### config.mk
export PLATFORM = sky130hd
export DESIGN_NAME = ofdm_sc_mapper
export DESIGN_NICKNAME = d
export VERILOG_FILES = /design/src/rtl/ofdm_map_pkg.sv /design/src/rtl/pilot_lfsr.sv /design/src/rtl/ofdm_sc_mapper.sv
export SDC_FILE = /design/constraint.sdc
export NUM_CORES = 1
export LEC_CHECK = 0
export ABC_CLOCK_PERIOD_IN_PS = 2600
export CAP_MARGIN = 20
export CORE_ASPECT_RATIO = 1.75
export CORE_MARGIN = 10
export CORE_UTILIZATION = 47
export CTS_BUF_LIST = sky130_fd_sc_hd__clkbuf_16
export DETAILED_ROUTE_END_ITERATION = 8
export PLACE_DENSITY = 0.82
export REMOVE_ABC_BUFFERS = 1
export SLEW_MARGIN = 20
export SYNTH_ARGS = -nofsm -noshare
export SYNTH_HDL_FRONTEND = slang
export SYNTH_SLANG_ARGS = --single-unit
export TNS_END_PERCENT = 30
### constraint.sdc
create_clock -name clk -period 2.6 [get_ports clk]
set_input_delay 0.52 -clock clk [delete_from_list [all_inputs] [get_ports clk]]
set_output_delay 0.52 -clock clk [all_outputs]
set_load 0.03 [all_outputs]
### src/rtl/ofdm_map_pkg.sv
// ----------------------------------------------------------------------------
// ofdm_map_pkg: shared codes, states and pilot constants for the OFDM subcarrier mapper. Rev 1.0
// ----------------------------------------------------------------------------
`default_nettype none
package ofdm_map_pkg;

  typedef enum logic [1:0] {
    CODE_NULL  = 2'b00,
    CODE_DATA  = 2'b01,
    CODE_PILOT = 2'b10,
    CODE_RSVD  = 2'b11
  } map_code_e;

  typedef enum logic [1:0] {
    ST_IDLE  = 2'd0,
    ST_PRIME = 2'd1,
    ST_RUN   = 2'd2,
    ST_FLUSH = 2'd3
  } state_e;

  localparam int          PILOT_AMP    = 11585;
  // Tap mask for x^11 + x^9 + 1 over state bits [10:0]
  localparam logic [10:0] LFSR_POLY    = 11'h500;
  localparam logic [10:0] LFSR_SEED    = 11'h7FF;
  localparam logic [2:0]  MAX_BW_INDEX = 3'd5;

endpackage
`default_nettype wire

### src/rtl/pilot_lfsr.sv
// ----------------------------------------------------------------------------
// pilot_lfsr: pilot sign sequence, reseedable, one step per pilot beat. Rev 1.0
// ----------------------------------------------------------------------------
`default_nettype none
module pilot_lfsr
  import ofdm_map_pkg::*;
(
  input  logic clk,
  input  logic rst_n,
  input  logic load,
  input  logic adv,
  output logic bit_out
);

  logic [10:0] lfsr;

  assign bit_out = ^(lfsr & LFSR_POLY);

  always_ff @(posedge clk or negedge rst_n) begin
    if (!rst_n) begin
      lfsr <= LFSR_SEED;
    end else if (load) begin
      lfsr <= LFSR_SEED;
    end else if (adv) begin
      lfsr <= {lfsr[9:0], bit_out};
    end
  end

endmodule
`default_nettype wire

### src/rtl/ofdm_sc_mapper.sv
// ----------------------------------------------------------------------------
// ofdm_sc_mapper: walks the subcarrier map ROM and emits null/data/pilot beats in order. Rev 1.0
// ----------------------------------------------------------------------------
`default_nettype none
module ofdm_sc_mapper
  import ofdm_map_pkg::*;
#(
  parameter int DEPTH_RAM = 10,
  parameter int FFTSIZE   = 1024,
  parameter int DW        = 16
) (
  input  logic                 clk,
  input  logic                 rst_n,
  input  logic                 start,
  input  logic [2:0]           index_bw,
  output logic [DEPTH_RAM-1:0] map_addr,
  output logic [2:0]           map_bw,
  input  logic [1:0]           map_code,
  input  logic                 s_valid,
  input  logic signed [DW-1:0] s_i,
  input  logic signed [DW-1:0] s_q,
  output logic                 s_ready,
  output logic                 m_valid,
  output logic signed [DW-1:0] m_i,
  output logic signed [DW-1:0] m_q,
  output logic                 m_last,
  input  logic                 m_ready,
  output logic                 busy,
  output logic                 done,
  output logic                 bw_err
);

  localparam logic [DEPTH_RAM-1:0] LAST_ADDR = DEPTH_RAM'(FFTSIZE - 1);
  localparam logic signed [DW-1:0] AMP_POS   = DW'(PILOT_AMP);
  localparam logic signed [DW-1:0] AMP_NEG   = DW'(-PILOT_AMP);

  logic [1:0] rst_sync;
  logic       rst_core_n;
  state_e     state;
  logic       cap_pend, cap_last;
  logic       buf_vld, buf_last;
  map_code_e  buf_code;
  map_code_e  head_code;
  logic       head_vld, head_last, head_fire, buf_vld_nx, issue;
  logic       start_ok, lfsr_adv, lfsr_bit;

  // Assertion is immediate; release reaches the core two clocks later
  always_ff @(posedge clk or negedge rst_n) begin
    if (!rst_n) rst_sync <= 2'b00;
    else        rst_sync <= {rst_sync[0], 1'b1};
  end
  assign rst_core_n = rst_sync[1];

  // A code read is issued only when the buffer is guaranteed free for its arrival
  always_comb begin
    start_ok   = start && (state == ST_IDLE) && (index_bw <= MAX_BW_INDEX);
    head_vld   = buf_vld || cap_pend;
    head_code  = buf_vld ? buf_code : map_code_e'(map_code);
    head_last  = buf_vld ? buf_last : cap_last;
    head_fire  = head_vld && (!m_valid || m_ready) && ((head_code != CODE_DATA) || s_valid);
    buf_vld_nx = buf_vld ? (head_fire ? cap_pend : 1'b1) : (cap_pend && !head_fire);
    issue      = ((state == ST_PRIME) || (state == ST_RUN)) && !buf_vld_nx;
    s_ready    = head_fire && (head_code == CODE_DATA);
    lfsr_adv   = head_fire && (head_code == CODE_PILOT);
  end

  pilot_lfsr u_pilot_lfsr (
    .clk     (clk),
    .rst_n   (rst_core_n),
    .load    (start_ok),
    .adv     (lfsr_adv),
    .bit_out (lfsr_bit)
  );

  always_ff @(posedge clk or negedge rst_core_n) begin
    if (!rst_core_n) begin
      state    <= ST_IDLE;
      map_addr <= '0;
      map_bw   <= '0;
      busy     <= 1'b0;
      done     <= 1'b0;
      bw_err   <= 1'b0;
      cap_pend <= 1'b0;
      cap_last <= 1'b0;
      buf_vld  <= 1'b0;
      buf_last <= 1'b0;
      buf_code <= CODE_NULL;
      m_valid  <= 1'b0;
      m_last   <= 1'b0;
      m_i      <= '0;
      m_q      <= '0;
    end else begin
      done <= 1'b0;
      case (state)
        ST_IDLE: begin
          if (start_ok) begin
            state    <= ST_PRIME;
            map_addr <= '0;
            map_bw   <= index_bw;
            busy     <= 1'b1;
          end else if (start) begin
            bw_err <= 1'b1;
          end
        end
        ST_PRIME: state <= ST_RUN;
        ST_RUN: begin
          if (issue && (map_addr == LAST_ADDR)) state <= ST_FLUSH;
        end
        ST_FLUSH: begin
          if (m_valid && m_ready && m_last) begin
            state    <= ST_IDLE;
            map_addr <= '0;
            busy     <= 1'b0;
            done     <= 1'b1;
          end
        end
        default: state <= ST_IDLE;
      endcase

      if (issue && (map_addr != LAST_ADDR)) map_addr <= map_addr + 1'b1;
      cap_pend <= issue;
      cap_last <= issue && (map_addr == LAST_ADDR);

      buf_vld <= buf_vld_nx;
      if (!buf_vld || head_fire) begin
        buf_code <= map_code_e'(map_code);
        buf_last <= cap_last;
      end

      if (head_fire) begin
        m_valid <= 1'b1;
        m_last  <= head_last;
        case (head_code)
          CODE_DATA: begin
            m_i <= s_i;
            m_q <= s_q;
          end
          CODE_PILOT: begin
            m_i <= lfsr_bit ? AMP_NEG : AMP_POS;
            m_q <= '0;
          end
          default: begin
            m_i <= '0;
            m_q <= '0;
          end
        endcase
      end else if (m_ready) begin
        m_valid <= 1'b0;
        m_last  <= 1'b0;
      end
    end
  end

endmodule
`default_nettype wire

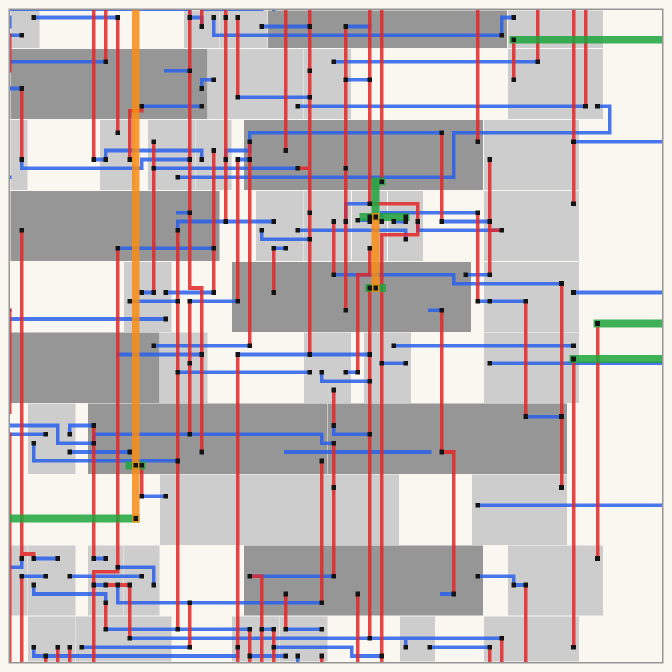
Figure 1: run 1, zoomed window.
Window x 49 to 74, y 20 to 45 um. Cells in grey, sequential cells in the stronger grey; small squares are vias.
layer	colour
met4	orange
met3	green
met1	blue
met2	red
cells with their middle in the window	43
sequential cells in the window	9
netlist names of flops here include	`m_i` (9)
most frequent	clkdlybuf4s50_1 (11), dfrtp_1 (9), nand2_1 (8)

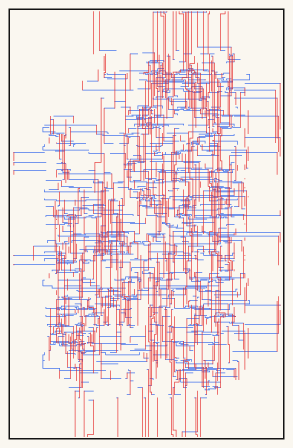
Figure 2: run 1, signal wires by layer.
Only two layers are drawn.
layer	colour	wire length
met2	red	4,320 um
met1	blue	3,280 um

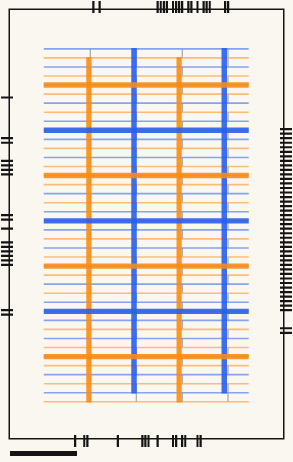
Figure 3: run 1, PDN straps and rails.
Bar = 20 um. Pins as bars on the die edge. Tap cells in grey.
net	colour
VDD	blue
VSS	orange
signal pins	93
met1 rails	40

==> Table 3: Implementation characteristics, run 1 <==
Characteristics after synthesis and place and route

Parameter                              Value

Floorplan
  Chip area .................. 10,600 sq um

Global routing
  Global route total overflow .................. 0

Run status
  Outcome .................. finished clean

Finish
  Number of nets at the end of the flow .................. 478
  Number of clock buffers in the layout .................. 9
  Top flop regs .................. m_i x16, m_q x16, u_pilot_lfsr.lfsr x11
  Final core utilization .................. 69.0%
  Buffers outside the clock class .................. 108
  Cell class with the largest area share .................. sequential cells
  Most frequently placed logic cells in the final layout .................. sky130_fd_sc_hd__clkdlybuf4s50_1, sky130_fd_sc_hd__nand2_1, sky130_fd_sc_hd__dfrtp_1
  Signed area change from the synthesized netlist to the final layout .................. 42.3%
  Buffering overhead .................. 23.4%
  Filler instances .................. 528
  Number of non-clock inverters in the layout .................. 7

CTS
  Number of buffers on the longest clock path .................. 2
  H-tree lvl count .................. 3
  CTS tree .................. done

Run
  Max-capacitance violation count .................. 0

Place
  Placed wire-length estimate .................. 6.00 mm

Drt
  Routed wire length .................. 8.35 mm
  Drc violations .................. 0

Yosys
  Leading cell type by number of instances after synthesis .................. sky130_fd_sc_hd__nand2_1
  Count of flip-flops with a built-in enable after synthesis .................. 0
  Unique cell types .................. 45
  Total cells reported by yosys after synthesis .................. 329
  FFs w/ async S/R, synth .................. 100%

Pwr
  Power per standard cell area .................. 1170 nW/um^2

Timing
  RSZ-0062 raised after global routing .................. yes
  Post-layout period usage of the worst path .................. 96.5%

Worst setup path
  Slowest cell delay on critical path .................. 440 ps
  CP delay by family, top .................. buffers and inverters
-- run 1: power breakdown --
part,switching [uW],internal [uW],leakage (uW)
logic,1480,1000,0.00104
clock network,434,627,0.000135
registers,234,1490,0.000902
total,2150,3120,0.00207
-- run 1: final timing paths --
kind / start / to / slack, ps
setup / recovery: map_code[1] / s_ready / 90
hold / removal: rst_n / rst_sync[0] / 350
setup reg to reg: buf_vld / state[1] / 280
hold reg to reg: rst_sync[0] / rst_sync[1] / 350
max in group asynchronous: rst_sync[1] / m_q[0] / 1580
min in group clk: rst_sync[0] / rst_sync[1] / 350
-- run 1: through the flow --
step	setup TNS, ps	cells	hold WS [ps]	cell area, sq um
floorplan	-25850	311	224	3080
global placement	-357	501	336	4240
detailed placement	-2160	501	340	4240
CTS	0	517	343	4500
global route	-4.60	517	352	4510
finish	0	517	349	4510
-- run 1: repair_timing --
action / in CTS / in global routing
hold buffers: 0 / 0
gates resized: 1 / 2
endpoints found under the hold margin: 0 / 0
setup endpoints to repair: 1 / 1
pin swaps: 0 / 1
-- run 1: logic make-up after synthesis --
| group | count (synthesis) | synth area share [%] |
|---|---|---|
| flops | 71 | 56.5 |
| other cells | 1 | 0.118 |
| buf+inv | 25 | 3.59 |
| xor+xnor | 2 | 0.553 |
| compound gates | 59 | 11.6 |
| fa+ha+maj | 6 | 2.37 |
| mux | 8 | 2.72 |
| simple gates | 157 | 22.5 |
-- run 1: metal layers --
| metal | GRT usage, % | wire length (um) | vias to the layer above |
|---|---|---|---|
| met1 | 17.7 | 3280 | 1323 |
| met2 | 27.0 | 4320 | 83 |
| met4 | 5.43 | 97 | 0 |
| li1 | - | - | 1319 |
| met5 | 0 | 0 | - |
| met3 | 5.93 | 650 | 10 |
## Run 2: what changed since run 1
Settings changed: CELL_PAD_IN_SITES_DETAIL_PLACEMENT from default to 0, CELL_PAD_IN_SITES_GLOBAL_PLACEMENT from default to 1, CORE_UTILIZATION 47 to 35.
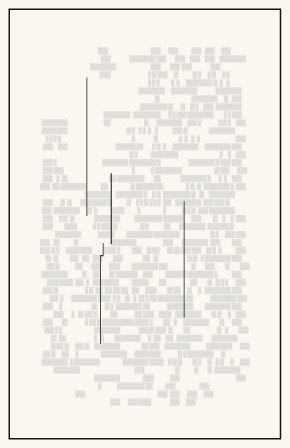
Figure 4: run 2, M4 wires.
share of all routed wire	1.7%
main direction	vertical

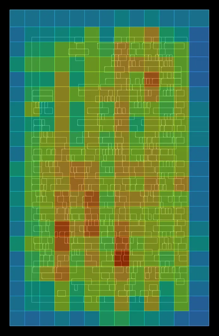
Figure 5: run 2, congestion heat map.
GR Util All Layers: 12.8%
grt peak-use layer: met2
routed length per placed instance: 15.2 um
met2 Use GR: 21.4%

==> run 2 against run 1 <==
Via count shrank 1.9%. Worst setup slack lost 0.52 ps. Die area grew 27%. Sequential power about the same. Maximum frequency hardly changed. Hold slack got worse by 1.1 ps. Cell count increased by 7.5%. Flip-flop count did not move. Register-to-register slack better by 100 ps. Combinational power grew 2%. Routed wire length up 1.1%.
==> Table 3: Implementation characteristics, run 2 <==
Characteristics after synthesis and place and route

Parameter                              Value

Yosys
  Simple-gate share of the synthesized area .................. 22.5% (unchanged)
  Synthesized-area fraction occupied by ao, oa, aoi and oai cells .................. 11.6% (unchanged)
  Logic family by area .................. simple AND/OR/NAND/NOR gates (unchanged)
  Total cells reported by yosys after synthesis .................. 329 (unchanged)
  Leading post-synthesis cells by instance count .................. sky130_fd_sc_hd__nand2_1, sky130_fd_sc_hd__dfrtp_1, sky130_fd_sc_hd__nand3_1 (unchanged)
  Portion of netlist area occupied by mux cells .................. 2.72% (unchanged)
  XOR/XNOR Area Share .................. 0.553% (unchanged)
  FA/HA/MAJ Cells, Area Fraction .................. 2.37% (unchanged)
  Leading cell type by number of instances after synthesis .................. sky130_fd_sc_hd__nand2_1 (unchanged)
  FFs w/ async S/R, synth .................. 100% (unchanged)
  Chip area in the Yosys report .................. 3170 sq um (unchanged)
  Count of flip-flops with a built-in enable after synthesis .................. 0 (unchanged)
  Unique cell types .................. 45 (unchanged)

Place
  Placed Cells incl. Taps .................. 538 (was 501)
  Placed wire-length estimate .................. 6.14 mm (was 6.00 mm)
  Placed Area .................. 4310 sq um (was 4240 sq um)

Pwr
  Total net switching power .................. 2160 uW (was 2150 uW)
  Internal cell power .................. 3270 uW (was 3120 uW)
  Proportion of power drawn by the clock network .................. 21.8% (was 20.1%)
  Fraction of power consumed by combinational cells .................. 46.4% (was 47.1%)
  Switching power as a share of total power .................. 39.8% (was 40.7%)
  Part of the total power dissipated in sequential elements .................. 31.8% (was 32.8%)
  Power per standard cell area .................. 1170 nW/um^2 (about the same)

Finish
  Post-route cell area .................. 4640 sq um (was 4510 sq um)
  Number of nets at the end of the flow .................. 482 (was 478)
  Filler instances .................. 859 (was 528)
  Final core utilization .................. 52.8% (was 69.0%)
  Signed area change from the synthesized netlist to the final layout .................. 46.4% (was 42.3%)
  Layout Cells excl Fill .................. 556 (was 517)
  Most frequently placed logic cell in the final layout .................. sky130_fd_sc_hd__clkdlybuf4s50_1 (unchanged)

Timing
  Post-layout period usage of the worst path .................. 96.6% (was 96.5%)
  Final number of hold-violating endpoints .................. 0 (unchanged)
  Final worst path period need .................. 2510 ps (about the same)
  RSZ-0062 raised after global routing .................. no (was yes)
  Tightest hold margin .................. 347 ps (was 349 ps)
  Sum Neg Setup Slack .................. 0 ps (unchanged)
  Max-slew violation total from the final report .................. 0 (unchanged)

Drt
  Routed wire length .................. 8.44 mm (was 8.35 mm)
  Drc violations .................. 0 (unchanged)

CTS
  Number of hold-repair buffers added at the cts stage .................. 0 (unchanged)
  Number of buffers on the longest clock path .................. 2 (unchanged)
  H-tree lvl count .................. 3 (unchanged)
  CTS tree .................. done (unchanged)

Global routing
  Via count of the first global-routing pass .................. 2,808 (was 2,757)
  Global route total overflow .................. 0 (unchanged)

Hold path
  Type of the worst min-delay path .................. in2async (unchanged)

Floorplan
  Die height .................. 146 um (was 129 um)
  Chip area .................. 13,400 sq um (was 10,600 sq um)

Run status
  Outcome .................. finished clean (unchanged)

Run
  Max-capacitance violation count .................. 0 (unchanged)
[run 2: path summary, 6_finish.rpt]
| kind | startpoint | to | slack (ps) | depth (start not counted) |
|---|---|---|---|---|
| worst max-delay path | map_code[0] | s_ready | 90 | 8 |
| worst min-delay path | rst_n | rst_sync[0] | 350 | 1 |
| worst max register to register | buf_vld | state[1] | 380 | 8 |
| worst min register to register | rst_sync[0] | rst_sync[1] | 350 | 0 |
| max in group asynchronous | rst_sync[1] | map_addr[0] | 1560 | 1 |
| min in group clk | rst_sync[0] | rst_sync[1] | 350 | 0 |
[run 2: power groups by stage]
stage               Sequential (uW)  Clock [uW]  Combinational (uW)
finish                         1730        1190                2520
global route                   1790        1260                2750
CTS                            1730        1220                2530
detailed placement             1750           0                2510
global placement               1730           0                2480
floorplan                      2250           0                 861
[run 2: timing repair]
item	4_1_cts	5_1_grt
resized	1	5
pin swaps	0	1
endpoints found under the setup margin	1	1
buffers inserted	0	2
[run 2: critical path: stages]
cell and delay (ps):
sky130_fd_sc_hd__clkdlybuf4s50_1 420, sky130_fd_sc_hd__mux2i_1 180, sky130_fd_sc_hd__inv_1 70, sky130_fd_sc_hd__ha_2 180, sky130_fd_sc_hd__nor2b_4 150, sky130_fd_sc_hd__nor3_4 190, sky130_fd_sc_hd__and2_4 170, sky130_fd_sc_hd__buf_12 120
[run 2: area by class of cell]
class	count	area, sq um	area share [%]
clock inverter	7	65.1	1.40
sequential	71	1790	38.6
inverter	7	26.3	0.566
multi-input combinational	233	1280	27.7
tap	117	146	3.16
timing repair buffer	112	1100	23.7
clock buffer	9	225	4.85
[run 2: per-layer routing]
metal	routed length (um)	global-route usage, %	part of all wire, %
met1	3520	14.4	42
met2	4270	21.4	51
met3	514	4.07	6.1
met4	145	5.58	1.7
met5	0	0	0
## Run 3: what changed since run 2
Settings changed: CORE_MARGIN 10 to 2.
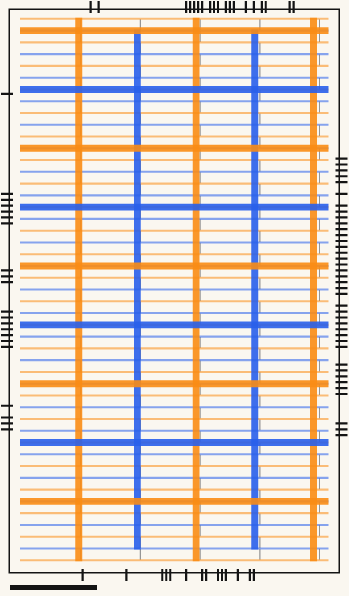
Figure 6: run 3, PDN straps and rails.
Bar = 20 um. Pins as bars on the die edge. Tap cells in grey.
net	colour
VSS	orange
VDD	blue
met4 straps	5
rows	46

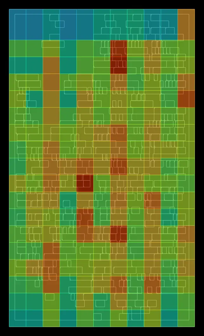
Figure 7: run 3, congestion heat map.
GR Util All Layers: 16.8%
routed length per placed instance: 14.0 um
met2 Use GR: 32.0%
met3 Track Usage GR: 4.36%

==> run 3 against run 2 <==
Sequential share of layout area down 1.0 points. Power up 4.4%. Via count up 2.9%. Clock-buffer cell count unchanged. Register-to-register slack got worse by 120 ps. Non-clock buffer count up 10.
==> Table 3: Implementation characteristics, run 3 <==
Characteristics after synthesis and place and route

Parameter                              Value

Yosys
  XOR/XNOR Area Share .................. 0.553% (unchanged)
  Leading cell type by number of instances after synthesis .................. sky130_fd_sc_hd__nand2_1 (unchanged)
  Synthesized-area fraction occupied by ao, oa, aoi and oai cells .................. 11.6% (unchanged)
  Portion of netlist area occupied by mux cells .................. 2.72% (unchanged)
  Count of flip-flops with a built-in enable after synthesis .................. 0 (unchanged)
  FFs w/ async S/R, synth .................. 100% (unchanged)
  Total cells reported by yosys after synthesis .................. 329 (unchanged)
  Simple-gate share of the synthesized area .................. 22.5% (unchanged)
  Chip area in the Yosys report .................. 3170 sq um (unchanged)
  Logic family by area .................. simple AND/OR/NAND/NOR gates (unchanged)
  Leading post-synthesis cells by instance count .................. sky130_fd_sc_hd__nand2_1, sky130_fd_sc_hd__dfrtp_1, sky130_fd_sc_hd__nand3_1 (unchanged)
  Unique cell types .................. 45 (unchanged)

Timing
  RSZ-0062 raised after global routing .................. yes (was no)
  Final number of hold-violating endpoints .................. 0 (unchanged)
  Max-slew violation total from the final report .................. 0 (unchanged)
  Final worst path period need .................. 2530 ps (was 2510 ps)
  Sum Neg Setup Slack .................. 0 ps (unchanged)
  Tightest hold margin .................. 345 ps (was 347 ps)

Run status
  Outcome .................. finished clean (unchanged)

Place
  Placed Area .................. 4350 sq um (was 4310 sq um)
  Placed Cells incl. Taps .................. 545 (was 538)
  Placed wire-length estimate .................. 5.53 mm (was 6.14 mm)

CTS
  CTS tree .................. done (unchanged)
  Number of buffers on the longest clock path .................. 2 (unchanged)
  H-tree lvl count .................. 3 (unchanged)

Global routing
  Via count of the first global-routing pass .................. 2,836 (was 2,808)
  Global route total overflow .................. 0 (unchanged)

Finish
  Most frequently placed logic cell in the final layout .................. sky130_fd_sc_hd__clkdlybuf4s50_1 (unchanged)
  Signed area change from the synthesized netlist to the final layout .................. 50.4% (was 46.4%)
  Number of nets at the end of the flow .................. 492 (was 482)
  Post-route cell area .................. 4770 sq um (was 4640 sq um)
  Final core utilization .................. 53.4% (was 52.8%)

Worst setup path
  Setup slack of the worst register-to-register path .................. 260 ps (was 380 ps)
  Cells traversed along the worst timing path .................. clkdlybuf4s50_1, mux2i_1, inv_1, ha_2, nor2b_4, nor3_2, buf_4, and2_4, buf_6 (was clkdlybuf4s50_1, mux2i_1, inv_1, ha_2, nor2b_4, nor3_4, and2_4, buf_12)
  Worst Reg-to-Reg Cells .................. 15 (was 8)
  CP delay by family, top .................. buffers and inverters (unchanged)

Floorplan
  Chip area .................. 9860 sq um (was 13,400 sq um)

Pwr
  Power per standard cell area .................. 1190 nW/um^2 (was 1170 nW/um^2)

Run
  Max-capacitance violation count .................. 0 (unchanged)

Drt
  Routed wire length .................. 7.98 mm (was 8.44 mm)
  Drc violations .................. 0 (unchanged)
-- run 3: layout make-up --
| cell class | count | area (sq um) |
|---|---|---|
| Tap cell | 120 | 150 |
| Clock buffer | 9 | 225 |
| Multi-Input combinational cell | 233 | 1330 |
| Inverter | 7 | 26.3 |
| Clock inverter | 7 | 66.3 |
| Timing Repair Buffer | 122 | 1170 |
| Sequential cell | 71 | 1790 |
| Fill cell | 824 | 4150 |
-- run 3: metal layers --
layer	global-route usage, %	vias up	part of all wire, %
met5	0	-	0
li1	-	1340	-
met4	7.17	0	1.8
met2	32.0	79	54
met3	4.36	11	5.6
met1	17.6	1331	39
-- run 3: timing repair --
item / CTS / global route
hold buffers: 0 / 0
setup endpoints to repair: 1 / 27
setup buffers: 7 / 0
cloned: 0 / 1
pin swaps: 2 / 0
gates resized: 6 / 29
-- run 3: how the worst max path moves through the flow --
stage	startpoint	end	slack, ps	depth (start not counted)
after CTS	map_code[0]	m_i[13]	-0.5	14
after global routing	map_code[0]	s_ready	-9	9
after global placement	map_code[0]	state[1]	-110	9
after floorplan	buf_vld	s_ready	-910	6
after detailed placement	map_code[0]	state[1]	-150	9
final	map_code[0]	s_ready	70	9
-- run 3: cell families after synthesis --
kind of cell               after synthesis
AOI/OAI and AO/OA                       59
xor gates and xnor gates                 2
adders and majority gates                6
buffers and inverters                   25
DFF                                     71
muxes                                    8
other                                    1
and+or+nand+nor                        157
-- run 3: where the power goes --
group / leakage (uW) / switching, uW / internal (uW) / total, uW
combinational: 0.00112 / 1540 / 1210 / 2750
clock: 0.000146 / 452 / 735 / 1190
sequential: 0.000902 / 246 / 1490 / 1740
Power and IR drop assume default switching activity.
